[src/rtl/enigma_core.sv]
// Three-rotor Enigma I engine (rotors I-II-III, reflector B, rings AAA, no plugboard).
// Stage 1 captures the symbol with its stepped rotor positions; stage 2 registers the cipher letter.
module enigma_core #(
    parameter int unsigned INIT_L = 0,
    parameter int unsigned INIT_M = 0,
    parameter int unsigned INIT_R = 0
) (
    input  logic       clk_i,
    input  logic       rst_i,
    input  logic [6:0] symb_i,
    input  logic       symb_val_i,
    input  logic       load_i,
    input  logic [4:0] pos_l_i,
    input  logic [4:0] pos_m_i,
    input  logic [4:0] pos_r_i,
    output logic [6:0] encod_o,
    output logic       encod_val_o,
    output logic       err_o,
    output logic [4:0] pos_l_o,
    output logic [4:0] pos_m_o,
    output logic [4:0] pos_r_o
);

    localparam logic [4:0] INIT_L_C = 5'(INIT_L);
    localparam logic [4:0] INIT_M_C = 5'(INIT_M);
    localparam logic [4:0] INIT_R_C = 5'(INIT_R);

    localparam logic [4:0] NOTCH_R = 5'd21;
    localparam logic [4:0] NOTCH_M = 5'd4;

    typedef enum logic [2:0] {
        TBL_I_F,
        TBL_II_F,
        TBL_III_F,
        TBL_I_B,
        TBL_II_B,
        TBL_III_B
    } tbl_e;

    localparam logic [4:0] ROT_I_F [0:25] = '{
        5'd4,  5'd10, 5'd12, 5'd5,  5'd11, 5'd6,  5'd3,  5'd16, 5'd21, 5'd25, 5'd13, 5'd19, 5'd14,
        5'd22, 5'd24, 5'd7,  5'd23, 5'd20, 5'd18, 5'd15, 5'd0,  5'd8,  5'd1,  5'd17, 5'd2,  5'd9};
    localparam logic [4:0] ROT_II_F [0:25] = '{
        5'd0,  5'd9,  5'd3,  5'd10, 5'd18, 5'd8,  5'd17, 5'd20, 5'd23, 5'd1,  5'd11, 5'd7,  5'd22,
        5'd19, 5'd12, 5'd2,  5'd16, 5'd6,  5'd25, 5'd13, 5'd15, 5'd24, 5'd5,  5'd21, 5'd14, 5'd4};
    localparam logic [4:0] ROT_III_F [0:25] = '{
        5'd1,  5'd3,  5'd5,  5'd7,  5'd9,  5'd11, 5'd2,  5'd15, 5'd17, 5'd19, 5'd23, 5'd21, 5'd25,
        5'd13, 5'd24, 5'd4,  5'd8,  5'd22, 5'd6,  5'd0,  5'd10, 5'd12, 5'd14, 5'd20, 5'd18, 5'd16};
    localparam logic [4:0] ROT_I_B [0:25] = '{
        5'd20, 5'd22, 5'd24, 5'd6,  5'd0,  5'd3,  5'd5,  5'd15, 5'd21, 5'd25, 5'd1,  5'd4,  5'd2,
        5'd10, 5'd12, 5'd19, 5'd7,  5'd23, 5'd18, 5'd11, 5'd17, 5'd8,  5'd13, 5'd16, 5'd14, 5'd9};
    localparam logic [4:0] ROT_II_B [0:25] = '{
        5'd0,  5'd9,  5'd15, 5'd2,  5'd25, 5'd22, 5'd17, 5'd11, 5'd5,  5'd1,  5'd3,  5'd10, 5'd14,
        5'd19, 5'd24, 5'd20, 5'd16, 5'd6,  5'd4,  5'd13, 5'd7,  5'd23, 5'd12, 5'd8,  5'd21, 5'd18};
    localparam logic [4:0] ROT_III_B [0:25] = '{
        5'd19, 5'd0,  5'd6,  5'd1,  5'd15, 5'd2,  5'd18, 5'd3,  5'd16, 5'd4,  5'd20, 5'd5,  5'd21,
        5'd13, 5'd22, 5'd7,  5'd25, 5'd8,  5'd24, 5'd9,  5'd23, 5'd11, 5'd17, 5'd10, 5'd14, 5'd12};
    // Reflector B is an involution with no fixed points, so no letter ever encodes to itself.
    localparam logic [4:0] REFL_B [0:25] = '{
        5'd24, 5'd17, 5'd20, 5'd7,  5'd16, 5'd18, 5'd11, 5'd3,  5'd15, 5'd23, 5'd13, 5'd6,  5'd14,
        5'd10, 5'd12, 5'd8,  5'd4,  5'd1,  5'd5,  5'd25, 5'd2,  5'd22, 5'd21, 5'd9,  5'd0,  5'd19};

    function automatic logic [4:0] add26(input logic [4:0] a, input logic [4:0] b);
        logic [5:0] s;
        s = {1'b0, a} + {1'b0, b};
        if (s >= 6'd26) s = s - 6'd26;
        return s[4:0];
    endfunction

    function automatic logic [4:0] sub26(input logic [4:0] a, input logic [4:0] b);
        logic signed [5:0] d;
        d = $signed({1'b0, a}) - $signed({1'b0, b});
        if (d < 0) d = d + 6'sd26;
        return d[4:0];
    endfunction

    function automatic logic [4:0] inc26(input logic [4:0] a);
        return (a == 5'd25) ? 5'd0 : a + 5'd1;
    endfunction

    function automatic logic [4:0] wiring(input tbl_e sel, input logic [4:0] idx);
        case (sel)
            TBL_I_F:   return ROT_I_F[idx];
            TBL_II_F:  return ROT_II_F[idx];
            TBL_III_F: return ROT_III_F[idx];
            TBL_I_B:   return ROT_I_B[idx];
            TBL_II_B:  return ROT_II_B[idx];
            TBL_III_B: return ROT_III_B[idx];
            default:   return 5'd0;
        endcase
    endfunction

    function automatic logic [4:0] rotor_pass(input tbl_e sel, input logic [4:0] c, input logic [4:0] p);
        return sub26(wiring(sel, add26(c, p)), p);
    endfunction

    logic [4:0] pos_l_q, pos_m_q, pos_r_q;
    logic [4:0] pos_l_d, pos_m_d, pos_r_d;
    logic [4:0] base_l, base_m, base_r;
    logic [4:0] step_l, step_m, step_r;
    logic       load_ok, sym_ok, err_d, err_q;

    logic       vld_p1_q;
    logic [4:0] c_p1_q, pl_p1_q, pm_p1_q, pr_p1_q;

    logic [4:0] e_r, e_m, e_l, e_ref, e_li, e_mi, e_ri;
    logic [6:0] encod_d, encod_q;
    logic       encod_val_q;

    always_comb begin
        load_ok = load_i && (pos_l_i <= 5'd25) && (pos_m_i <= 5'd25) && (pos_r_i <= 5'd25);
        sym_ok  = symb_val_i && (symb_i != 7'd0) && (symb_i <= 7'd26);
        err_d   = (symb_val_i && !sym_ok) || (load_i && !load_ok);

        // A coinciding load takes effect first; the symbol then steps from the loaded positions.
        base_l = load_ok ? pos_l_i : pos_l_q;
        base_m = load_ok ? pos_m_i : pos_m_q;
        base_r = load_ok ? pos_r_i : pos_r_q;

        step_r = inc26(base_r);
        step_m = ((base_r == NOTCH_R) || (base_m == NOTCH_M)) ? inc26(base_m) : base_m;
        step_l = (base_m == NOTCH_M) ? inc26(base_l) : base_l;

        pos_l_d = sym_ok ? step_l : base_l;
        pos_m_d = sym_ok ? step_m : base_m;
        pos_r_d = sym_ok ? step_r : base_r;
    end

    always_ff @(posedge clk_i) begin
        if (rst_i) begin
            pos_l_q <= INIT_L_C;
            pos_m_q <= INIT_M_C;
            pos_r_q <= INIT_R_C;
            err_q   <= 1'b0;
        end else begin
            pos_l_q <= pos_l_d;
            pos_m_q <= pos_m_d;
            pos_r_q <= pos_r_d;
            err_q   <= err_d;
        end
    end

    // ---- stage 1: accepted letter and its stepped positions ----
    always_ff @(posedge clk_i) begin
        if (rst_i) vld_p1_q <= 1'b0;
        else       vld_p1_q <= sym_ok;
    end

    always_ff @(posedge clk_i) begin
        if (sym_ok) begin
            c_p1_q  <= symb_i[4:0] - 5'd1;
            pl_p1_q <= step_l;
            pm_p1_q <= step_m;
            pr_p1_q <= step_r;
        end
    end

    always_comb begin
        e_r     = rotor_pass(TBL_III_F, c_p1_q, pr_p1_q);
        e_m     = rotor_pass(TBL_II_F,  e_r,    pm_p1_q);
        e_l     = rotor_pass(TBL_I_F,   e_m,    pl_p1_q);
        e_ref   = REFL_B[e_l];
        e_li    = rotor_pass(TBL_I_B,   e_ref,  pl_p1_q);
        e_mi    = rotor_pass(TBL_II_B,  e_li,   pm_p1_q);
        e_ri    = rotor_pass(TBL_III_B, e_mi,   pr_p1_q);
        encod_d = vld_p1_q ? {2'b00, e_ri + 5'd1} : 7'd0;
    end

    // ---- stage 2: encoded letter output ----
    always_ff @(posedge clk_i) begin
        if (rst_i) begin
            encod_q     <= 7'd0;
            encod_val_q <= 1'b0;
        end else begin
            encod_q     <= encod_d;
            encod_val_q <= vld_p1_q;
        end
    end

    assign encod_o     = encod_q;
    assign encod_val_o = encod_val_q;
    assign err_o       = err_q;
    assign pos_l_o     = pos_l_q;
    assign pos_m_o     = pos_m_q;
    assign pos_r_o     = pos_r_q;

endmodule

[config.mk]
export PLATFORM = sky130hd
export DESIGN_NAME = enigma_core
export DESIGN_NICKNAME = d
export VERILOG_FILES = /design/src/rtl/enigma_core.sv
export SDC_FILE = /design/constraint.sdc
export NUM_CORES = 1
export LEC_CHECK = 0
export CAP_MARGIN = 20
export CORE_MARGIN = 10
export CORE_UTILIZATION = 55
export CTS_BUF_LIST = sky130_fd_sc_hd__clkbuf_8 sky130_fd_sc_hd__clkbuf_16
export DETAILED_ROUTE_END_ITERATION = 10
export PLACE_DENSITY = 0.76
export SETUP_SLACK_MARGIN = 0.1
export SLEW_MARGIN = 20
export SYNTH_ARGS = -nofsm -noshare
export SYNTH_HDL_FRONTEND = slang
export SYNTH_SLANG_ARGS = --single-unit
export TNS_END_PERCENT = 1
[constraint.sdc]
create_clock -name clk_i -period 46.3 [get_ports clk_i]
set_input_delay 9.26 -clock clk_i [delete_from_list [all_inputs] [get_ports clk_i]]
set_output_delay 9.26 -clock clk_i [all_outputs]
set_load 0.02 [all_outputs]
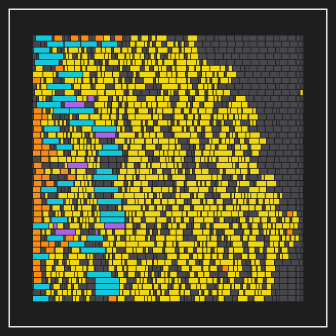
Run 1: cell classes on the final placement
Fill, decap, tap and diode cells in grey.
colour	class	cells	share of their area
cyan	sequential cells	43	12%
yellow	combinational and other logic	949	80%
purple	clock drivers and dummy loads	8	1.6%
orange	remaining buffers and delay cells	52	5.8%
sequential share of cell area: 0.119
Core Area: 14500 um2

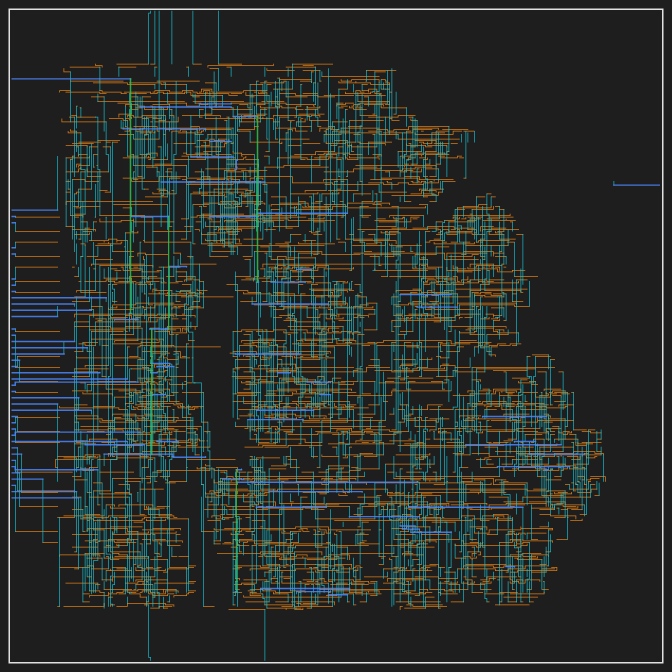
Run 1: metal layers overlaid
colour	layer	wire length
blue	metal 3	913 um
orange	metal 1	8920 um
green	metal 4	165 um
cyan	metal 2	8420 um

==> flow_metrics.env, run 1 <==
# flow metrics
export IMPL_placed_cell_area_um2=8770
export IMPL_met3_length_um=913
export IMPL_final_setup_tns_ns=0
export IMPL_holdPathEnd="encod_o[0]"
export IMPL_logic_area_um2=6650
export IMPL_async_reset_ff_frac=0
export IMPL_yosysMostFrequentCell="ha_1"
export IMPL_final_cell_area_um2=8910
export IMPL_topCellsByArea="ha_1, edfxtp_1, dfxtp_1"
export IMPL_grt_use_met3=0.0260
export IMPL_crit_top_cell="ha_1"
export IMPL_routed_top_layer="met4"
export IMPL_num_vias=7427
export IMPL_slew_violations=0
export IMPL_r2r_start="pr_p1_q[0]"
export IMPL_grt_pass1_wl_um=31100
export IMPL_simple_gate_share=0.171
export IMPL_dieArea_um2=20100
export IMPL_nFillCells=1320
export IMPL_rsz0062_at_grt="no"
export IMPL_syn_area_um2=8160
export IMPL_top_usage_layer="met2"
export IMPL_hold_start="vld_p1_q"
export IMPL_min_path_type="reg2reg"
export IMPL_worstMarginPinSlew_ns=1.05
export IMPL_cts_sinks=43
export IMPL_cp_num_cells=113
export IMPL_comb_share=0.746
export IMPL_cp_start_kind="flop"
export IMPL_ys_sh_aoi=0.282
export IMPL_critPathCaptureType="flop"
export IMPL_top_area_cell="ha_1"
export IMPL_fa_ha_area_frac=0.218
export IMPL_postSynthCellCount=1021
export IMPL_yosys_area_um2=8160
export IMPL_crit_end="encod_o[4]"
export IMPL_top_logic_kind="AND-OR/OR-AND gates"
export IMPL_drcViolationCount=0
export IMPL_ys_types=87
export IMPL_pin_count=50
export IMPL_max_cap_violations=0
export IMPL_nNonClkInverters=87
export IMPL_status="finished, final reports clean"
export IMPL_min_period_ns=27.25
export IMPL_drive_above_1_share=0.0656
export IMPL_finalSetupViolCount=0
export IMPL_path_buffers=8
export IMPL_common_cells="ha_1, inv_1, nor2_1"
export IMPL_ys_seq_frac=0.130
export IMPL_grt_max_degree=26
export IMPL_critPathMaxStageDelay_ns=0.84
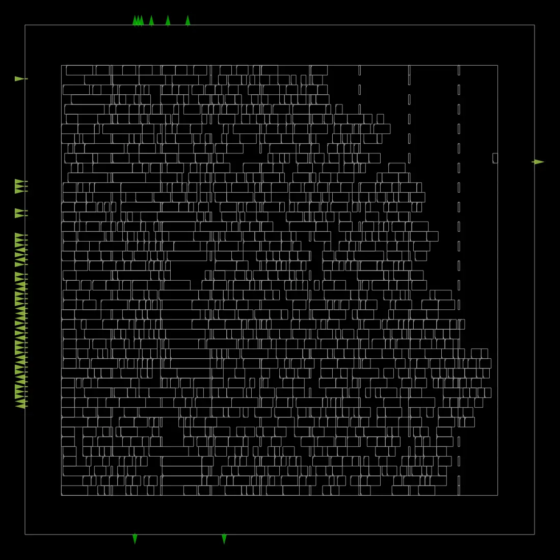
Run 1: placement view
row count: 44
Final Non-Filler Cells: 1236
Tap Count: 184

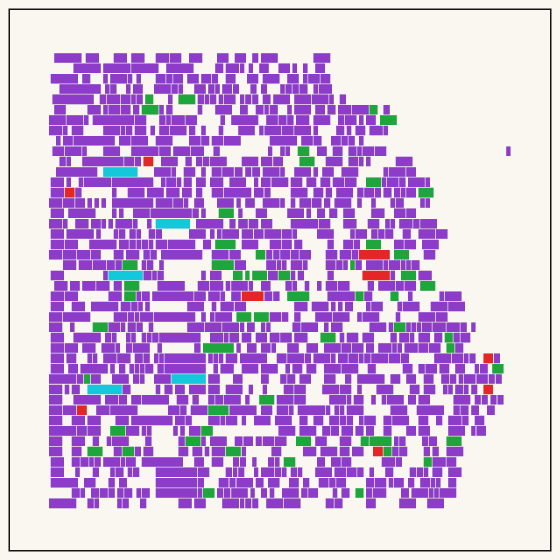
Run 1: sizing map
colour	size	cells	share
cyan	_6 and larger	5	0.48%
purple	_0 and _1 cells	983	93%
red	_3 and _4 cells	9	0.86%
green	_2 cells	55	5.2%

[run 1: per-stage QoR]
stage          instances  setup WS [ns]  hold slack [ns]   util
2_1_floorplan       1022          22.00            0.475      -
3_3_place_gp        1228          19.91            0.563  0.603
3_5_place_dp        1228          19.25            0.560  0.603
4_1_cts             1236          19.14            0.569  0.613
5_1_grt             1236          16.66            0.604  0.613
6_report            1236          19.05            0.562  0.613
[run 1: worst min-delay path, stage by stage (launching register included)]
cell and delay [ns]:
dfxtp_1 0.29, nand2_1 0.16, nor2_1 0.05
--- run 2 (diff from run 1) ---
Settings changed: PLACE_DENSITY 0.76 to 0.79.
Clock period 46.3 ns to 24.4 ns, I/O delays scaled along.
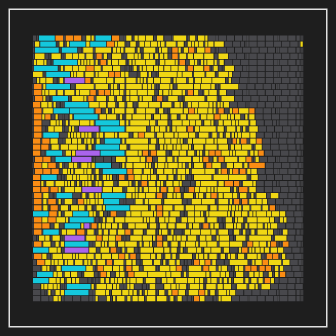
Run 2: cell classes on the final placement
Fill, decap, tap and diode cells in grey.
colour	class	cells	share of their area
cyan	sequential cells	43	11%
purple	clock drivers and dummy loads	8	1.9%
yellow	combinational and other logic	949	75%
orange	remaining buffers and delay cells	145	12%
sequential share of cell area: 0.105
fin util: 0.698
Design Area, Final: 10100 um2

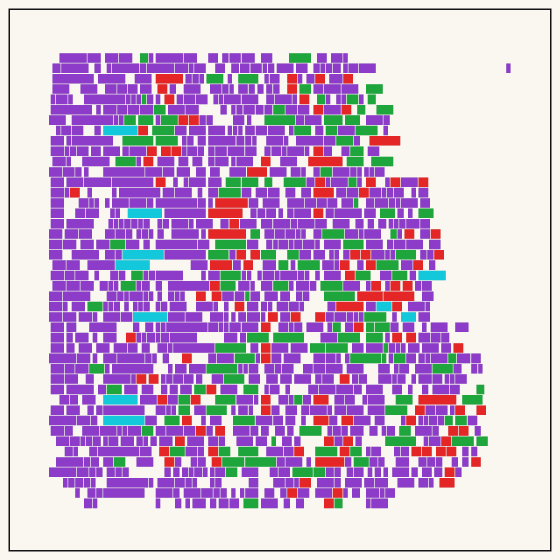
Run 2: sizing map
colour	size	cells	share
purple	_0 and _1 cells	898	78%
green	_2 cells	123	11%
red	_3 and _4 cells	114	10%
cyan	_6 and larger	10	0.87%
Layout area overhead: 24.3%
Non-clk bufs: 145
Final Worst Setup Slack: 0.425 ns

==> run 2 against run 1 <==
Net effect: die area unchanged; critical path depth fell by 4; setup slack got worse by 19 ns; synthesized cell count unchanged; register-to-register slack worse by 19 ns; core utilization grew 8.5 points; non-clock buffer count is 93 higher; wire length is 17% higher; count of clock-buffer cells in the layout unchanged.
==> flow_metrics.env, run 2 <==
# flow metrics
export IMPL_r2r_cells=109
export IMPL_synth_flops=43
export IMPL_top_usage_layer="met2"
export IMPL_yosysWarningCount=0
export IMPL_clk_path_buf_depth=2
export IMPL_finalSetupViolCount=0
export IMPL_syn_area_um2=8160
export IMPL_nFillCells=1094
export IMPL_avgSynthCellArea_um2=7.99
export IMPL_holdPathEnd="encod_o[0]"
export IMPL_crit_top_cell="ha_1"
export IMPL_common_cells="ha_1, inv_1, nor2_1"
export IMPL_comb_share=0.701
export IMPL_cp_start_kind="flop"
export IMPL_crit_end="encod_o[4]"
export IMPL_wl_um=21500
export IMPL_nFlopsAndLatches=43
export IMPL_flop_cell="dfxtp_1"
export IMPL_placed_cell_area_um2=9200
export IMPL_path_buffers=12
export IMPL_final_cell_mix="ha_1, buf_4, inv_1"
export IMPL_grtUsageMet1=0.257
export IMPL_core_area_um2=14500
export IMPL_yosys_area_um2=8160
export IMPL_min_period_ns=23.98
export IMPL_postSynthCellCount=1021
export IMPL_stdcell_count=1329
export IMPL_fmaxAchievable_mhz=41.7
export IMPL_path_clk_slew_ns=0.06
export IMPL_cts_sinks=43
export IMPL_topCellsByArea="ha_1, edfxtp_1, dfxtp_1"
export IMPL_status="finished, final reports clean"
export IMPL_warning_count=65
export IMPL_rsz0062_at_grt="yes"
export IMPL_hold_start="vld_p1_q"
export IMPL_cts_hold_buf=0
export IMPL_slew_violations=0
export IMPL_logic_area_um2=7110
export IMPL_holdPathStages=2
export IMPL_routed_top_layer="met4"
export IMPL_ys_seq_frac=0.130
export IMPL_async_reset_ff_frac=0
export IMPL_use_met2=0.319
export IMPL_place_inst=1286
export IMPL_met3_length_um=1060
export IMPL_drcViolationCount=0
export IMPL_largest_class="combinational gates"
export IMPL_buf_share=0.121
export IMPL_antenna_found_initial=0
export IMPL_nNonClkInverters=87
export IMPL_period_used=0.983
export IMPL_final_setup_tns_ns=0
export IMPL_num_vias=8172
export IMPL_critPathCaptureType="flop"
export IMPL_grt_pass1_wl_um=33900
export IMPL_yosysMostFrequentCell="ha_1"
export IMPL_worstMarginPinSlew_ns=0.900
export IMPL_ys_types=87
export IMPL_grt_use_met3=0.0217
export IMPL_pin_count=50
export IMPL_critPathMaxStageDelay_ns=0.57
export IMPL_nWellTaps=184
export IMPL_route_met2_wl_um=10300
export IMPL_worstSetupStartpoint="c_p1_q[1]"
export IMPL_max_cap_violations=0
export IMPL_hold_ws_ns=0.606
export IMPL_place_ws_ns=-0.628
export IMPL_top_area_cell="ha_1"
export IMPL_dieArea_um2=20100
export IMPL_grt_max_degree=26
export IMPL_min_path_type="reg2reg"
export IMPL_slowest_stage="fa_2"
export IMPL_fp_row_count=44
export IMPL_ys_cells=1021
export IMPL_cp_num_cells=109
export IMPL_final_hold_violation_count=0
export IMPL_gp_congestion=0.915
export IMPL_fin_worst_skew_ns=0.00531
export IMPL_r2r_start="c_p1_q[1]"
export IMPL_drive_above_1_share=0.216
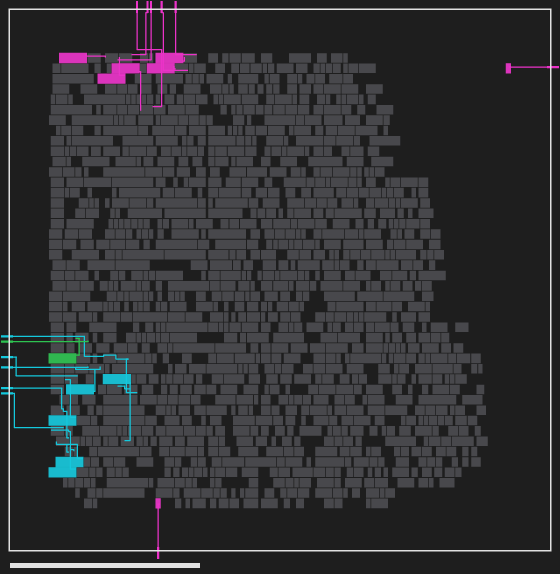
Run 2: port wiring
The bar under the picture is 50 um long.
colour	port	direction	edge	end cells	buffers	wire
cyan	`pos_l_o`	output	left	5	5	221 um
green	`err_o`	output	left	1	1	26.4 um
magenta	`encod_o`	output	5 top, 1 bottom, 1 right	7	5	158 um

[run 2: cell counts after synthesis]
Identical to the previous run, type by type.
[run 2: logic make-up (layout without fill, tap and decap cells)]
group / count (synthesis) / count (layout) / share of synthesized area
adder cells (fa/ha/maj): 135 / 135 / 0.218
flip-flops: 43 / 43 / 0.130
other: 1 / 2 / 0.000460
AND/OR/NAND/NOR: 283 / 283 / 0.171
buffers and inverters: 117 / 240 / 0.0566
XOR/XNOR: 64 / 64 / 0.0705
AND-OR/OR-AND: 325 / 325 / 0.282
multiplexers: 53 / 53 / 0.0710
--- run 3 (diff from run 2) ---
Settings changed: ABC_CLOCK_PERIOD_IN_PS set to 24400, CELL_PAD_IN_SITES_DETAIL_PLACEMENT set to 1, CELL_PAD_IN_SITES_GLOBAL_PLACEMENT set to 1, CORE_UTILIZATION 55 to 42, MAX_ROUTING_LAYER set to met4, PLACE_DENSITY 0.79 to 0.8.
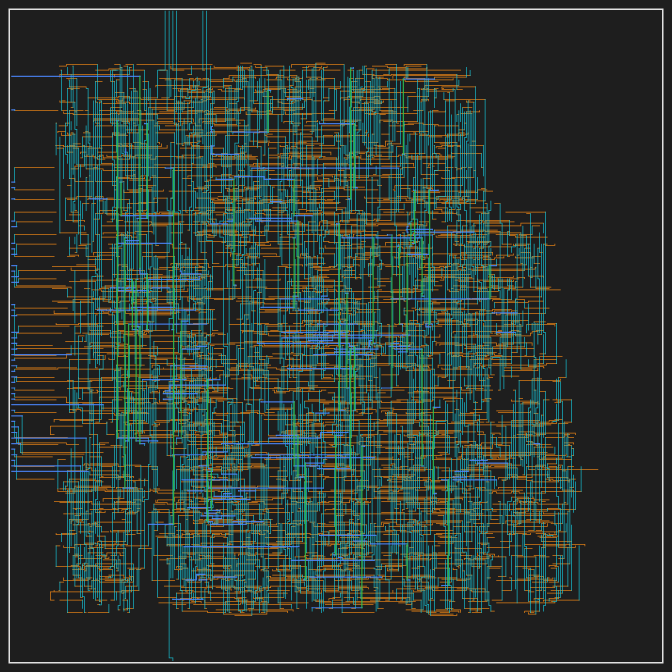
Run 3: metal layers overlaid
colour	layer	wire length
blue	metal 3	1230 um
green	metal 4	1150 um
cyan	metal 2	16700 um
orange	metal 1	13400 um
Total GRT Usage: 0.188
routed length per instance: 22.7 um
via count: 8958
Total Wirelength: 32500 um

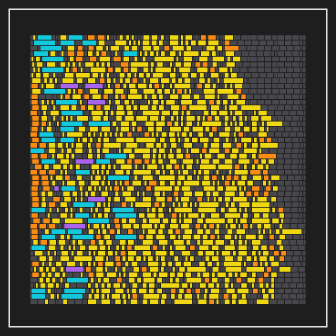
Run 3: cell classes on the final placement
Fill, decap, tap and diode cells in grey.
colour	class	cells	share of their area
cyan	sequential cells	43	9.9%
purple	clock drivers and dummy loads	8	1.7%
orange	remaining buffers and delay cells	167	13%
yellow	combinational and other logic	949	75%
Core Area: 18900 um2
sequential share of cell area: 0.0958
fin util: 0.586
row count: 50
Design Area, Final: 11100 um2

==> run 3 against run 2 <==
Net effect: core utilization shrank 11 points; wire length grew 51%; the flow now finishes with violations (setup timing); largest cell class unchanged; highest routed layer unchanged; die area grew 26%; count of clock-buffer cells in the layout grew 1; sequential share of layout area shrank 0.87 points; register-to-register slack lost 0.80 ns.
==> flow_metrics.env, run 3 <==
# flow metrics
export IMPL_ys_types=87
export IMPL_crit_top_cell="ha_1"
export IMPL_failed_checks="setup timing"
export IMPL_grt_pass1_wl_um=40600
export IMPL_final_cell_mix="buf_4, ha_1, inv_1"
export IMPL_route_met2_wl_um=16700
export IMPL_holdPathStages=2
export IMPL_grt_use_met3=0.0106
export IMPL_antenna_found_initial=0
export IMPL_grtUsageMet1=0.231
export IMPL_top_area_cell="ha_1"
export IMPL_cp_num_cells=111
export IMPL_nFlopsAndLatches=43
export IMPL_yosys_area_um2=8160
export IMPL_simple_gate_share=0.171
export IMPL_hold_start="vld_p1_q"
export IMPL_worstSetupStartpoint="pr_p1_q[0]"
export IMPL_grt_max_degree=26
export IMPL_logic_area_um2=7730
export IMPL_final_setup_tns_ns=-1.06
export IMPL_cts_hold_buf=0
export IMPL_buffers=167
export IMPL_hold_ws_ns=0.630
export IMPL_topCellsByArea="ha_1, edfxtp_1, dfxtp_1"
export IMPL_nNonClkInverters=87
export IMPL_fin_worst_skew_ns=0.0109
export IMPL_finalSetupViolCount=4
export IMPL_top_logic_kind="AND-OR/OR-AND gates"
export IMPL_slowest_stage="fa_2"
export IMPL_postSynthCellCount=1021
export IMPL_r2r_start="pr_p1_q[0]"
export IMPL_ys_cells=1021
export IMPL_use_met2=0.329
export IMPL_syn_to_final_growth_pct=35.7
export IMPL_crit_end="encod_o[4]"
export IMPL_ys_seq_frac=0.130
export IMPL_avgSynthCellArea_um2=7.99
export IMPL_routed_top_layer="met4"
export IMPL_path_clk_slew_ns=0.07
export IMPL_path_buffers=10
export IMPL_final_hold_violation_count=0
export IMPL_place_ws_ns=-1.29
export IMPL_nFillCells=2192
export IMPL_cts_sinks=43
export IMPL_syn_area_um2=8160
export IMPL_fmaxAchievable_mhz=40.4
export IMPL_place_inst=1356
export IMPL_top_usage_layer="met2"
export IMPL_min_path_type="reg2reg"
export IMPL_buf_share=0.129
export IMPL_status="finished with violations"
export IMPL_max_cap_violations=0
export IMPL_r2r_cells=111
export IMPL_finalWorstSetupSlack_ns=-0.378
export IMPL_nWellTaps=260
export IMPL_dieArea_um2=25400
export IMPL_xor_area_frac=0.0705
export IMPL_slew_violations=0
export IMPL_gp_congestion=0.883
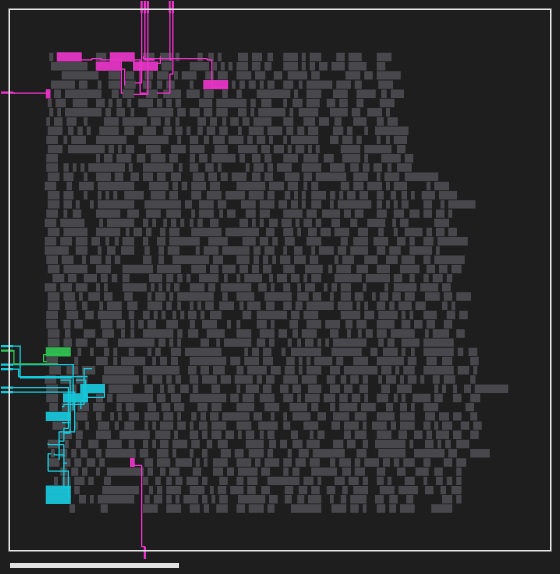
Run 3: port wiring
The bar under the picture is 50 um long.
colour	port	direction	edge	end cells	buffers	wire
green	`err_o`	output	left	1	1	28.3 um
cyan	`pos_l_o`	output	left	5	5	268 um
magenta	`encod_o`	output	5 top, 1 bottom, 1 left	7	5	232 um
IO buf count: 47
Ports: 50

-- run 3: how the worst min path moves through the flow --
| stage | slack (ns) | to |
|---|---|---|
| 6_report | 0.63 | encod_o[4] |
| 5_1_grt | 0.67 | encod_o[4] |
| 4_1_cts | 0.63 | encod_o[4] |
| 3_5_place_dp | 0.61 | encod_val_o |
| 3_3_place_gp | 0.59 | encod_val_o |
| 2_1_floorplan | 0.47 | encod_val_o |
-- run 3: tightest hold or removal path, stage by stage, from the launching register on --
cell and delay (ns):
dfxtp_1 0.31, nand2_1 0.21, nor2_1 0.07
